<file path="src/rtl/nvme_sched_pkg.sv">
// Shared types, widths and helpers for the NVMe submission-queue fetch scheduler.
// Optional build macro used by the scheduler: NVME_SQ_ADMIN_PRIO_EN.
package nvme_sched_pkg;

   localparam int unsigned C_SQ_NUM_DFLT = 9;
   localparam int unsigned C_QID_W       = 4;
   localparam int unsigned C_PTR_W       = 8;

   typedef enum logic [0:0] {
      S_IDLE = 1'b0,
      S_REQ  = 1'b1
   } sched_state_e;

   typedef struct packed {
      logic [C_QID_W-1:0] qid;
      logic [C_PTR_W-1:0] slot;
   } fetch_cmd_t;

   // Circular queue index advance: the last entry (zero-based size) wraps to 0.
   function automatic logic [C_PTR_W-1:0] ptr_inc(input logic [C_PTR_W-1:0] ptr,
                                                  input logic [C_PTR_W-1:0] size);
      return (ptr == size) ? '0 : C_PTR_W'(ptr + 1'b1);
   endfunction

endpackage

</file>
<file path="src/rtl/nvme_rr_arbiter.sv">
// Combinational rotating-priority picker: first request at or above rr_ptr, wrapping.
module nvme_rr_arbiter #(
   parameter int unsigned C_N     = 9,
   parameter int unsigned C_IDX_W = 4
) (
   input  logic [C_N-1:0]     req_i,
   input  logic [C_IDX_W-1:0] rr_ptr_i,
   output logic [C_IDX_W-1:0] grant_c_o,
   output logic               any_c_o
);

   logic               hi_hit;
   logic               lo_hit;
   logic [C_IDX_W-1:0] hi_idx;
   logic [C_IDX_W-1:0] lo_idx;

   // Descending scan so the lowest index in each half is the one that sticks.
   always_comb begin
      hi_hit = 1'b0;
      lo_hit = 1'b0;
      hi_idx = '0;
      lo_idx = '0;
      for (int i = int'(C_N) - 1; i >= 0; i--) begin
         if (req_i[i]) begin
            if (i >= int'(rr_ptr_i)) begin
               hi_hit = 1'b1;
               hi_idx = C_IDX_W'(i);
            end else begin
               lo_hit = 1'b1;
               lo_idx = C_IDX_W'(i);
            end
         end
      end
      any_c_o   = hi_hit | lo_hit;
      grant_c_o = hi_hit ? hi_idx : lo_idx;
   end

endmodule

</file>
<file path="src/rtl/nvme_sq_fetch_sched.sv">
// Round-robin SQ command-fetch scheduler with outstanding-fetch credit limit.
// Define NVME_SQ_ADMIN_PRIO_EN to give the admin queue (0) strict priority.
module nvme_sq_fetch_sched
   import nvme_sched_pkg::*;
#(
   parameter int unsigned C_SQ_NUM          = C_SQ_NUM_DFLT,
   parameter int unsigned C_PTR_WIDTH       = C_PTR_W,
   parameter int unsigned C_MAX_OUTSTANDING = 4
) (
   input  logic                            pcie_user_clk,
   input  logic                            pcie_user_rst_n,
   input  logic [C_SQ_NUM*C_PTR_WIDTH-1:0] sq_tail_ptr,
   input  logic [C_SQ_NUM*C_PTR_WIDTH-1:0] sq_size,
   input  logic [C_SQ_NUM-1:0]             sq_valid,
   input  logic [C_SQ_NUM-1:0]             sq_rst_n,
   output logic                            fetch_req,
   output logic [C_QID_W-1:0]              fetch_qid,
   output logic [C_PTR_WIDTH-1:0]          fetch_slot,
   input  logic                            fetch_ack,
   input  logic                            fetch_done,
   output logic [C_SQ_NUM*C_PTR_WIDTH-1:0] sq_head_ptr,
   output logic                            sched_busy
);

   localparam int unsigned C_OUT_W = $clog2(C_MAX_OUTSTANDING + 1);

   sched_state_e            state_q, state_d;
   fetch_cmd_t              cmd_q, cmd_d;
   logic                    req_q, req_d;
   logic                    busy_q, busy_d;
   logic                    rst_seen_q, rst_seen_d;
   logic [C_QID_W-1:0]      rr_q, rr_d;
   logic [C_OUT_W-1:0]      out_q, out_d;
   logic [C_PTR_WIDTH-1:0]  head_q [C_SQ_NUM];
   logic [C_PTR_WIDTH-1:0]  head_d [C_SQ_NUM];
   logic [C_PTR_WIDTH-1:0]  tail_c [C_SQ_NUM];
   logic [C_PTR_WIDTH-1:0]  size_c [C_SQ_NUM];
   logic [C_SQ_NUM-1:0]     pending_c;
   logic [C_QID_W-1:0]      arb_grant_c;
   logic [C_QID_W-1:0]      pick_c;
   logic [C_QID_W-1:0]      rr_nxt_c;
   logic                    arb_any_c;
   logic                    credit_ok_c;
   logic                    ack_take_c;
   logic                    done_take_c;

   for (genvar g = 0; g < C_SQ_NUM; g++) begin : g_q
      assign tail_c[g]    = sq_tail_ptr[g*C_PTR_WIDTH +: C_PTR_WIDTH];
      assign size_c[g]    = sq_size[g*C_PTR_WIDTH +: C_PTR_WIDTH];
      assign pending_c[g] = sq_valid[g] & sq_rst_n[g] & (tail_c[g] != head_q[g]);
      assign sq_head_ptr[g*C_PTR_WIDTH +: C_PTR_WIDTH] = head_q[g];
   end

   nvme_rr_arbiter #(
      .C_N     (C_SQ_NUM),
      .C_IDX_W (C_QID_W)
   ) u_arb (
      .req_i     (pending_c),
      .rr_ptr_i  (rr_q),
      .grant_c_o (arb_grant_c),
      .any_c_o   (arb_any_c)
   );

`ifdef NVME_SQ_ADMIN_PRIO_EN
   assign pick_c = pending_c[0] ? '0 : arb_grant_c;
`else
   assign pick_c = arb_grant_c;
`endif

   assign credit_ok_c = (out_q < C_OUT_W'(C_MAX_OUTSTANDING));
   assign ack_take_c  = (state_q == S_REQ) & fetch_ack;
   assign done_take_c = fetch_done & (out_q != '0);
   assign rr_nxt_c    = (cmd_q.qid == C_QID_W'(C_SQ_NUM - 1)) ? '0 : C_QID_W'(cmd_q.qid + 1'b1);

   // Next-state, head, credit and round-robin pointer logic.
   always_comb begin
      state_d    = state_q;
      cmd_d      = cmd_q;
      req_d      = req_q;
      rst_seen_d = rst_seen_q;
      rr_d       = rr_q;
      out_d      = out_q;
      head_d     = head_q;

      case (state_q)
         S_IDLE: begin
            if (arb_any_c && credit_ok_c) begin
               state_d    = S_REQ;
               req_d      = 1'b1;
               cmd_d.qid  = pick_c;
               cmd_d.slot = C_PTR_W'(head_q[pick_c]);
               rst_seen_d = 1'b0;
            end
         end
         S_REQ: begin
            if (!sq_rst_n[cmd_q.qid]) begin
               rst_seen_d = 1'b1;
            end
            if (fetch_ack) begin
               state_d    = S_IDLE;
               req_d      = 1'b0;
               rst_seen_d = 1'b0;
               // A queue reset seen during the request keeps the head parked at 0.
               if (!rst_seen_q && sq_rst_n[cmd_q.qid]) begin
                  head_d[cmd_q.qid] = C_PTR_WIDTH'(ptr_inc(C_PTR_W'(head_q[cmd_q.qid]),
                                                           C_PTR_W'(size_c[cmd_q.qid])));
               end
`ifdef NVME_SQ_ADMIN_PRIO_EN
               if (cmd_q.qid != '0) begin
                  rr_d = rr_nxt_c;
               end
`else
               rr_d = rr_nxt_c;
`endif
            end
         end
         default: begin
            state_d = S_IDLE;
            req_d   = 1'b0;
         end
      endcase

      case ({ack_take_c, done_take_c})
         2'b10:   out_d = C_OUT_W'(out_q + 1'b1);
         2'b01:   out_d = C_OUT_W'(out_q - 1'b1);
         default: out_d = out_q;
      endcase

      for (int i = 0; i < int'(C_SQ_NUM); i++) begin
         if (!sq_rst_n[i]) begin
            head_d[i] = '0;
         end
      end

      busy_d = (state_d != S_IDLE) || (out_d != '0);
   end

   always_ff @(posedge pcie_user_clk or negedge pcie_user_rst_n) begin
      if (!pcie_user_rst_n) begin
         state_q    <= S_IDLE;
         cmd_q      <= '0;
         req_q      <= 1'b0;
         busy_q     <= 1'b0;
         rst_seen_q <= 1'b0;
         rr_q       <= '0;
         out_q      <= '0;
         for (int i = 0; i < int'(C_SQ_NUM); i++) begin
            head_q[i] <= '0;
         end
      end else begin
         state_q    <= state_d;
         cmd_q      <= cmd_d;
         req_q      <= req_d;
         busy_q     <= busy_d;
         rst_seen_q <= rst_seen_d;
         rr_q       <= rr_d;
         out_q      <= out_d;
         for (int i = 0; i < int'(C_SQ_NUM); i++) begin
            head_q[i] <= head_d[i];
         end
      end
   end

   assign fetch_req  = req_q;
   assign fetch_qid  = cmd_q.qid;
   assign fetch_slot = C_PTR_WIDTH'(cmd_q.slot);
   assign sched_busy = busy_q;

`ifndef SYNTHESIS
   a_done_underflow: assert property (@(posedge pcie_user_clk) disable iff (!pcie_user_rst_n)
      fetch_done |-> (out_q != '0));
`endif

endmodule

</file>
<file path="config.mk">
export PLATFORM = sky130hd
export DESIGN_NAME = nvme_sq_fetch_sched
export DESIGN_NICKNAME = d
export VERILOG_FILES = /design/src/rtl/nvme_sched_pkg.sv /design/src/rtl/nvme_rr_arbiter.sv /design/src/rtl/nvme_sq_fetch_sched.sv
export SDC_FILE = /design/constraint.sdc
export NUM_CORES = 1
export LEC_CHECK = 0
export CAP_MARGIN = 20
export CORE_MARGIN = 2
export CORE_UTILIZATION = 51
export CTS_CLUSTER_DIAMETER = 30
export DETAILED_ROUTE_END_ITERATION = 10
export PLACE_DENSITY = 0.95
export SLEW_MARGIN = 20
export SYNTH_ARGS = -nofsm -noshare
export SYNTH_HDL_FRONTEND = slang
export SYNTH_HIERARCHICAL = 1
export SYNTH_SLANG_ARGS = --single-unit
export TNS_END_PERCENT = 100
</file>
<file path="constraint.sdc">
create_clock -name pcie_user_clk -period 5.4 [get_ports pcie_user_clk]
set_input_delay 0.54 -clock pcie_user_clk [delete_from_list [all_inputs] [get_ports pcie_user_clk]]
set_output_delay 0.54 -clock pcie_user_clk [all_outputs]
set_load 0.1 [all_outputs]
</file>
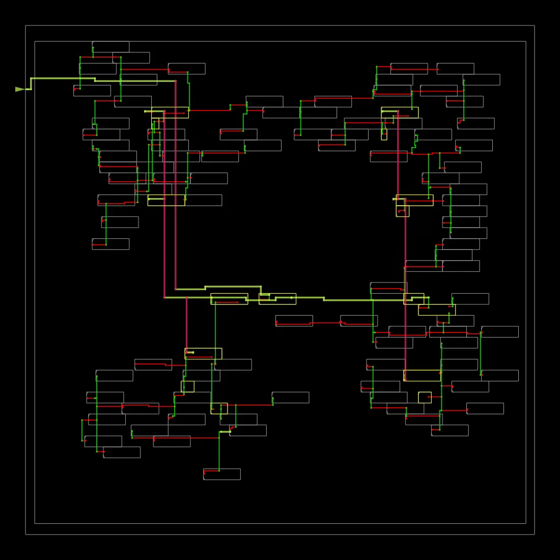
clock_nets.png
number of clock buffers inserted by TritonCTS: 9
number of clock buffer instances in the layout: 11
power attributed to the clock group: 0.628 mW
CTS sink cnt: 95

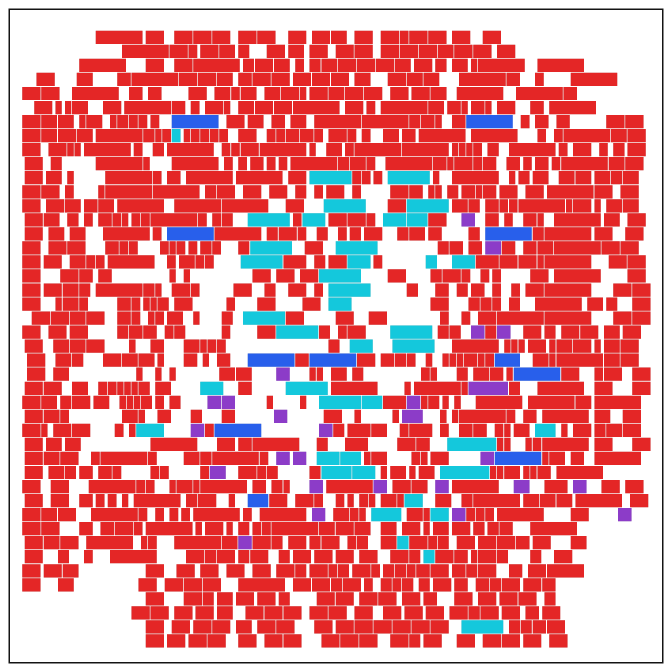
sizing.png
Key: x1 and smaller = red [cells 978, share 93%]; x6 and larger = blue [cells 11, share 1.0%]; x3 and x4 = purple [cells 26, share 2.5%]; x2 = cyan [cells 41, share 3.9%]

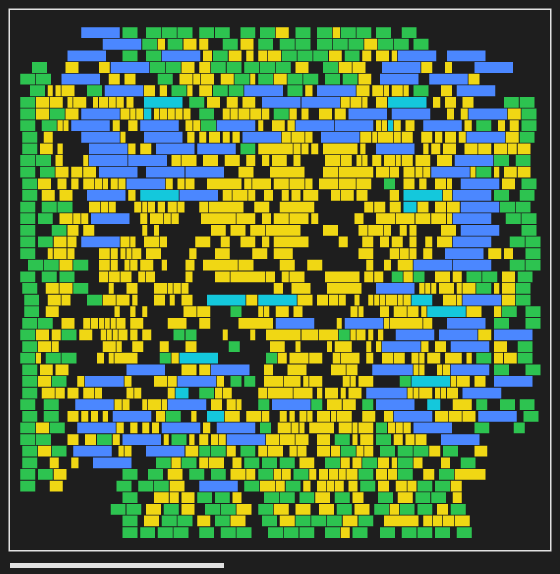
class_map.png
Bar = 50 um.
Key: clock drivers and dummy loads = cyan [cells 16, share of their area 2.8%]; registers = blue [cells 95, share of their area 23%]; remaining buffers and delay cells = green [cells 271, share of their area 26%]; remaining logic cells = yellow [cells 674, share of their area 48%]

==> results.toml <==
# physical design summary
[detailed_routing]
top_layer_used = "met4"
route.detailed.drc = 0
route.vias.total = 8321
route.final.wire_length_um = 30400
wl_met2_um = 13800

[layout]
flow.area_growth_from_synthesis_pct = 36.8
layout.clock.cell_area_share = 0.0273
seq_cell_count = 95
filler_cell_count = 1096
nNetsFinal = 1224
logic_gates = 651
area.combinational_um2 = 4800
inverters_excl_clock = 23
layout.core_utilization = 0.716
layout.area.seq_um2 = 2380

[synthesis]
yosysMostFrequentCell = "dfrtp_1"
avgSynthCellArea_um2 = 9.16
netlist_top_cells_area = "dfrtp_1 31%, xor2_1 9.5%, mux2i_1 7.9%"
synthSimpleGateAreaFrac = 0.178
netlist_logic_family_top = "AND-OR/OR-AND gates"
synth_cell_types = 65
postSynthRegisterBits = 95
post_synth_xor_area_fraction = 0.105
area_figure_in_the_yosys_stat_output_um2 = 7630
ys_cells = 833

[pwr]
power.ir.vdd_worst_mv = 0.238
comb_power_mw = 2.48
clock_power_share = 0.153
p_sw_mw = 2.13
power_top_consumer = "combinational logic"
total_power_density_per_cell_area_nw_per_um2 = 393
powerSeq_mw = 0.994

[global_route]
global_route.overflow_total = 0
grt_pass1_vias = 7949
gr-usage-all-layers = 0.376
gr-usage-met2 = 0.586

[setup_path]
end_kind = "register"
critical_path.slowest_cell = "dfrtp_2"
worst-path-buf-inv = 3
rr_startpoint = "fetch_qid[2]"
worst_setup_path_endpoint = "sq_head_ptr[14]"
critical_path_arrival_ns = 4.57
worstPathMaxFanout = 34

[run_status]
run_status = "finished clean"

[sta]
hold_ws_ns = 0.155
setup_ws_ns = 1.04

[die]
core_region_area_um2 = 14600

[clocking]
cts_tree = "done"
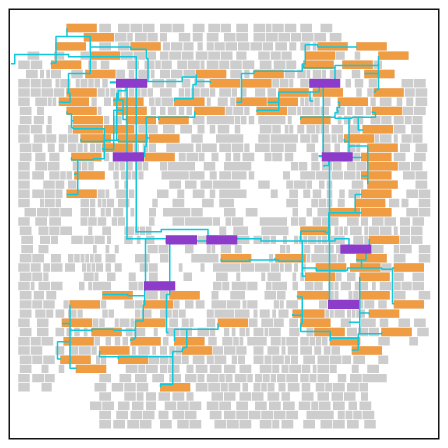
clock_wires.png
Key: clock wires = cyan [length 1,220 um]; clock-net drivers = purple [count 9]; flip-flops = orange [count 95]
There are 10 routed clock nets. Position of the flops: all over the die.

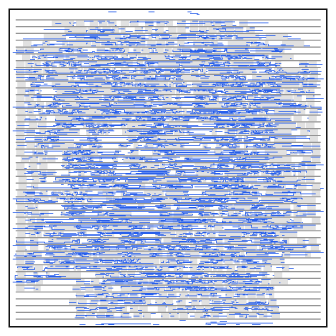
m1.png
Supply wires on this layer in grey. Cells faint in the background.
The layer holds 37% of the routed length. The longest straight run is 47.4 um.

==> cells in the final DEF (no fill, tap or decap), types with 7 or more instances in the layout <==
master           count
a211oi_1            27
inv_1               22
o21ai_0             34
nor3_1              16
mux4_2              17
o32ai_1             15
clkdlybuf4s50_1    250
nand3_1             66
nand2_1             71
o21ai_1              7
nor4_1              19
nor2b_1             15
o22ai_1             34
xor2_1              83
a21oi_1             20
a221o_1              8
dfrtp_1             93
o31ai_1             38
nand2b_1            19
clkbuf_16            9
nor2_1              17
buf_4               21
mux2i_1             60
==> registers in the layout, indices dropped and copies added, names as in the netlist <==
| signal | flops |
|---|---|
| fetch_slot | 8 |
| rst_seen_q | 1 |
| rr_q | 4 |
| fetch_req | 1 |
| state_q | 1 |
| sq_head_ptr | 72 |
| sched_busy | 1 |
| out_q | 3 |
| fetch_qid | 4 |
Power figures rest on the tool's default switching activity, not on a simulated workload.
